`src/rtl/sobel_frame_ctrl.sv`:
```
// Frame sequencer ahead of the Sobel pipeline: pixel gating, flush rows,
// frame-boundary config double-buffering and stream status pulses.
module sobel_frame_ctrl #(
    parameter int         H_ACT       = 640,
    parameter int         V_ACT       = 480,
    parameter int         FLUSH_ROWS  = 1,
    parameter int         SOBEL_LAT   = 5,
    parameter logic [7:0] THR_DEFAULT = 8'd27
) (
    input  logic                                  sys_clk,
    input  logic                                  sys_rst_n,
    input  logic                                  frame_start,
    input  logic                                  pix_vld,
    input  logic [7:0]                            pix_y,
    input  logic                                  cfg_wr,
    input  logic [7:0]                            cfg_thr,
    input  logic                                  cfg_bypass,
    output logic                                  isp_wr_en,
    output logic [7:0]                            isp_y,
    output logic [$clog2(H_ACT)-1:0]              isp_col,
    output logic [$clog2(V_ACT+FLUSH_ROWS)-1:0]   isp_row,
    output logic [7:0]                            thr_active,
    output logic                                  bypass_active,
    output logic                                  busy,
    output logic                                  frame_done,
    output logic                                  err_short,
    output logic                                  err_drop
);

    localparam int CW = $clog2(H_ACT);
    localparam int RW = $clog2(V_ACT + FLUSH_ROWS);
    localparam int DW = $clog2(SOBEL_LAT + 2);

    localparam logic [CW-1:0] COL_LAST   = CW'(H_ACT - 1);
    localparam logic [RW-1:0] ROW_ALAST  = RW'(V_ACT - 1);
    localparam logic [RW-1:0] ROW_FLAST  = RW'(V_ACT + FLUSH_ROWS - 1);
    localparam logic [RW-1:0] ROW_FLUSH0 = RW'(V_ACT);
    localparam logic [DW-1:0] DCNT_LAST  = DW'(SOBEL_LAT);

    typedef enum logic [1:0] {IDLE, ACTIVE, FLUSH, DRAIN} state_t;

    state_t        state, state_n, eff;
    logic [CW-1:0] col, col_n, bc;
    logic [RW-1:0] row, row_n, br;
    logic [DW-1:0] dcnt, dcnt_n;
    logic [7:0]    thr_pend;
    logic          byp_pend;

    logic          wr_n, done_n, short_n, drop_n;
    logic [7:0]    y_n;
    logic [CW-1:0] ocol_n;
    logic [RW-1:0] orow_n;

    always_comb begin
        state_n = state;
        eff     = state;
        bc      = col;
        br      = row;
        dcnt_n  = '0;
        wr_n    = 1'b0;
        y_n     = '0;
        ocol_n  = '0;
        orow_n  = '0;
        done_n  = 1'b0;
        short_n = 1'b0;
        drop_n  = 1'b0;

        // A frame_start restarts the frame before this cycle's pixel is seen
        if (frame_start) begin
            short_n = (state != IDLE);
            state_n = ACTIVE;
            eff     = ACTIVE;
            bc      = '0;
            br      = '0;
        end
        col_n = bc;
        row_n = br;

        unique case (eff)
            IDLE: begin
                drop_n = pix_vld;
            end
            ACTIVE: begin
                if (pix_vld) begin
                    wr_n   = 1'b1;
                    y_n    = pix_y;
                    ocol_n = bc;
                    orow_n = br;
                    if (bc == COL_LAST) begin
                        col_n = '0;
                        if (br == ROW_ALAST) begin
                            if (FLUSH_ROWS > 0) begin
                                state_n = FLUSH;
                                row_n   = ROW_FLUSH0;
                            end else begin
                                state_n = DRAIN;
                                row_n   = '0;
                            end
                        end else begin
                            row_n = br + 1'b1;
                        end
                    end else begin
                        col_n = bc + 1'b1;
                    end
                end
            end
            FLUSH: begin
                drop_n = pix_vld;
                wr_n   = 1'b1;
                ocol_n = bc;
                orow_n = br;
                if (bc == COL_LAST) begin
                    col_n = '0;
                    if (br == ROW_FLAST) begin
                        state_n = DRAIN;
                        row_n   = '0;
                    end else begin
                        row_n = br + 1'b1;
                    end
                end else begin
                    col_n = bc + 1'b1;
                end
            end
            DRAIN: begin
                drop_n = pix_vld;
                if (dcnt == DCNT_LAST) begin
                    done_n  = 1'b1;
                    state_n = IDLE;
                end else begin
                    dcnt_n = dcnt + 1'b1;
                end
            end
        endcase
    end

    always_ff @(posedge sys_clk or negedge sys_rst_n) begin
        if (!sys_rst_n) begin
            state <= IDLE;
            col   <= '0;
            row   <= '0;
            dcnt  <= '0;
        end else begin
            state <= state_n;
            col   <= col_n;
            row   <= row_n;
            dcnt  <= dcnt_n;
        end
    end

    always_ff @(posedge sys_clk or negedge sys_rst_n) begin
        if (!sys_rst_n) begin
            isp_wr_en  <= 1'b0;
            isp_y      <= '0;
            isp_col    <= '0;
            isp_row    <= '0;
            busy       <= 1'b0;
            frame_done <= 1'b0;
            err_short  <= 1'b0;
            err_drop   <= 1'b0;
        end else begin
            isp_wr_en  <= wr_n;
            isp_y      <= y_n;
            isp_col    <= ocol_n;
            isp_row    <= orow_n;
            busy       <= (state_n != IDLE);
            frame_done <= done_n;
            err_short  <= short_n;
            err_drop   <= drop_n;
        end
    end

    // A write coincident with frame_start takes effect in the new frame
    always_ff @(posedge sys_clk or negedge sys_rst_n) begin
        if (!sys_rst_n) begin
            thr_pend      <= THR_DEFAULT;
            byp_pend      <= 1'b0;
            thr_active    <= THR_DEFAULT;
            bypass_active <= 1'b0;
        end else begin
            if (cfg_wr) begin
                thr_pend <= cfg_thr;
                byp_pend <= cfg_bypass;
            end
            if (frame_start) begin
                thr_active    <= cfg_wr ? cfg_thr : thr_pend;
                bypass_active <= cfg_wr ? cfg_bypass : byp_pend;
            end
        end
    end

endmodule

```
`config.mk`:
```
export PLATFORM = sky130hd
export DESIGN_NAME = sobel_frame_ctrl
export DESIGN_NICKNAME = d
export VERILOG_FILES = /design/src/rtl/sobel_frame_ctrl.sv
export SDC_FILE = /design/constraint.sdc
export NUM_CORES = 1
export LEC_CHECK = 0
export ABC_AREA = 1
export CORE_ASPECT_RATIO = 0.8
export CORE_UTILIZATION = 35
export DETAILED_ROUTE_END_ITERATION = 8
export GPL_TIMING_DRIVEN = 0
export PLACE_DENSITY = 0.65
export RECOVER_POWER = 100
export SLEW_MARGIN = 20
export SYNTH_ARGS = -nofsm -noshare
export SYNTH_HDL_FRONTEND = slang
export SYNTH_SLANG_ARGS = --single-unit
export TNS_END_PERCENT = 50
```
`constraint.sdc`:
```
create_clock -name sys_clk -period 1.8 [get_ports sys_clk]
set_input_delay 0.36 -clock sys_clk [delete_from_list [all_inputs] [get_ports sys_clk]]
set_output_delay 0.36 -clock sys_clk [all_outputs]
set_load 0.01 [all_outputs]
```
==> results.toml <==
# generated from flow reports
[setup_path]
crit_top_cell = "inv_4"
crit_path_end_kind = "flop"
cp.buffers_inverters = 5
arrival_ns = 2.01
r2r-end = "isp_row[2]"
crit_type = "reg2reg"
path_depth = 9
ff2ff_path_depth = 9
cp-start-kind = "flop"
cp_cell_sequence = "nor2_4 -> inv_2 -> ha_4 -> inv_4 -> a21oi_4 -> inv_4 -> buf_8 -> buf_4 -> nor2_1"
crit_path_end = "isp_row[2]"
rrSetupSlack_ns = 0.05
path_max_fanout = 5

[clocking]
clkSinkCount = 74
cts_buffers = 9
cts_max_level = 3

[power_and_ir_drop]
seqPwrFrac = 0.351
leakage_uw = 0.00245
vdd_drop_max_v = 0.000441
top_power_group = "registers"
p_per_area_nw_per_um2 = 1110
p_clk_uw = 1910

[layout]
stdcell_count = 696
areaGrowthSynthToFinish_pct = 38.3
fin_nets = 578
antenna_cells = 0

[synthesis]
syn_inst = 467
synth_top_flop_cell = "dfrtp_1"
yosysChipArea_sq_um = 3730
ys_cells = 467
yosys_warnings = 0
top_area_frac = 0.443
syn_nets = 494

[routing]
route.met3.wl_um = 733
routed-wl-met2_mm = 4.20
drc = 0
drt_pass1_iterations = 5
ant_nets = 0
wirelength_met1_mm = 4.56
highest_layer = "met4"

[global_route]
overflow = 0
first_global_vias = 3178
grtUsageMet3 = 0.0413
grt.busiest_layer = "met2"
grt_use_met1 = 0.249

[final_timing]
finalMaxSlewViolations = 0
fin_crit_sh = 0.975
holdWs_ns = 0.389
relSlewSlack = 0.409
worst_slack_ns = 0.0452

[outcome]
status = "finished clean"

[placement]
place_ws_ns = -0.441
dp.cells = 668
port_buffers = 60

[hold_path]
min_to = "row[1]"
hold_path_depth = 4
hp-start = "frame_start"

[floorplan]
die_area_sq_um = 11100
logic make-up after synthesis:
family	share of synthesized area
AND/OR/NAND/NOR	0.298
flip-flops	0.499
buffers and inverters	0.0852
AND-OR/OR-AND	0.0661
multiplexers	0.0272
adder cells (fa/ha/maj)	0.0168
XOR/XNOR	0.00705
what timing repair did:
item / CTS / global route
endpoints found under the setup margin: 45 / 29
endpoints found under the hold margin: 6 / 0
gates cloned: 0 / 1
pin swaps: 4 / 8
gates resized: 15 / 26
hold buffers: 1 / 0
buffers inserted: 6 / 6
metrics by stage:
| step | power (uW) | TNS (ns) | util | cell area (sq um) |
|---|---|---|---|---|
| finish | 5730 | 0 | 0.500 | 5160 |
| global route | 6030 | -0.117 | 0.500 | 5160 |
| CTS | 5570 | 0 | 0.487 | 5030 |
| detailed placement | 3520 | -15.46 | 0.446 | 4600 |
| global placement | 3480 | -171.70 | 0.444 | 4590 |
| floorplan | 2960 | -0.0156 | - | 3810 |
layout make-up:
class                   instances  area, sq um
plain buffers                  15          160
clock buffers                  10          229
clock inverters                 6         90.1
fillers                       970         5170
inverters                      55          220
multi-input cells             321         1670
flip-flops and latches         74         1860
well taps                     140          175
repair buffers                 75          753
state kept, by name, indices dropped and copies added, names as in the netlist, 2 cells and up:
name,flops
thr_active,8
col,10
row,9
isp_y,8
state,2
isp_row,9
isp_col,10
thr_pend,8
dcnt,3
cells in the final DEF (no fill, tap or decap), types with 8 or more instances in the layout:
cell,n
dfrtp_1,66
nor2_4,8
nand3_1,34
nand2_1,124
clkdlybuf4s50_1,59
nor2_1,74
inv_1,44
a21oi_1,16
o21ai_0,14
dfstp_2,8
buf_4,12
clkbuf_16,10
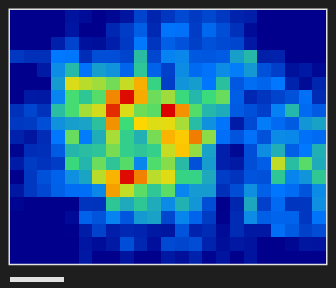
wire_density.png
Bar = 20 um. 23 x 19 tiles, from dark blue (low) to red (high), scaled to the fullest tile. Values are wire area over tile area, all layers added.
tiles over half the peak: 13%
fullest tile: 0.61
nearly empty tiles: 19%
mean over tiles: 0.14
emptiest ninth of the die: south-west
densest ninth of the die: center
GR Util All Layers: 0.181
drt total wl: 9.59 mm
Avg WL per Cell: 13.8 um
Via Count: 3,351

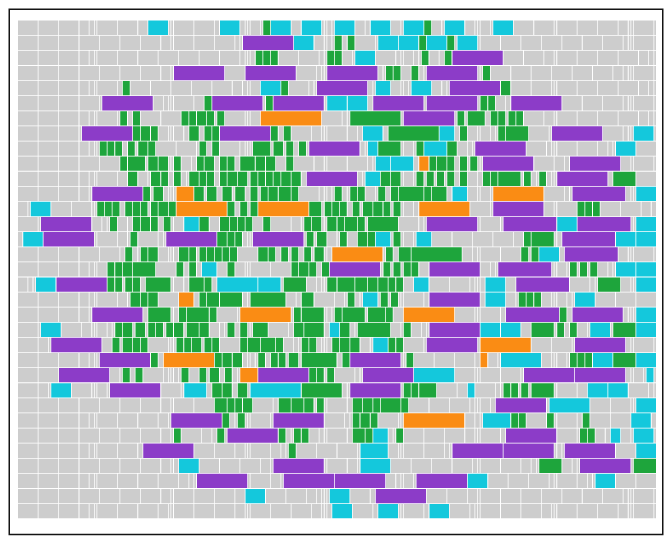
cell_classes.png
Fill, decap, tap and diode cells in gray.
| class | color | cells |
|---|---|---|
| other buffers and delay cells | cyan | 90 |
| flops | purple | 74 |
| clock drivers and dummy loads | orange | 16 |
| all other logic | green | 376 |
Final Cell Area: 5160 sq um
post-layout util: 0.500
FP Rows: 33
Core ar.: 10,300 sq um

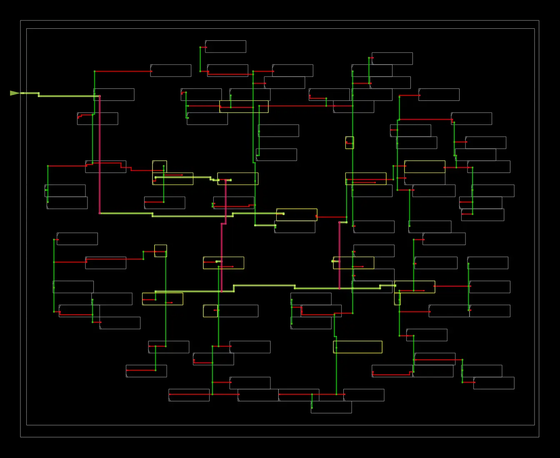
final_clocks.png
CLK BUF: 10
Clock Skews: 0.00477 ns

Power and IR drop assume default switching activity.
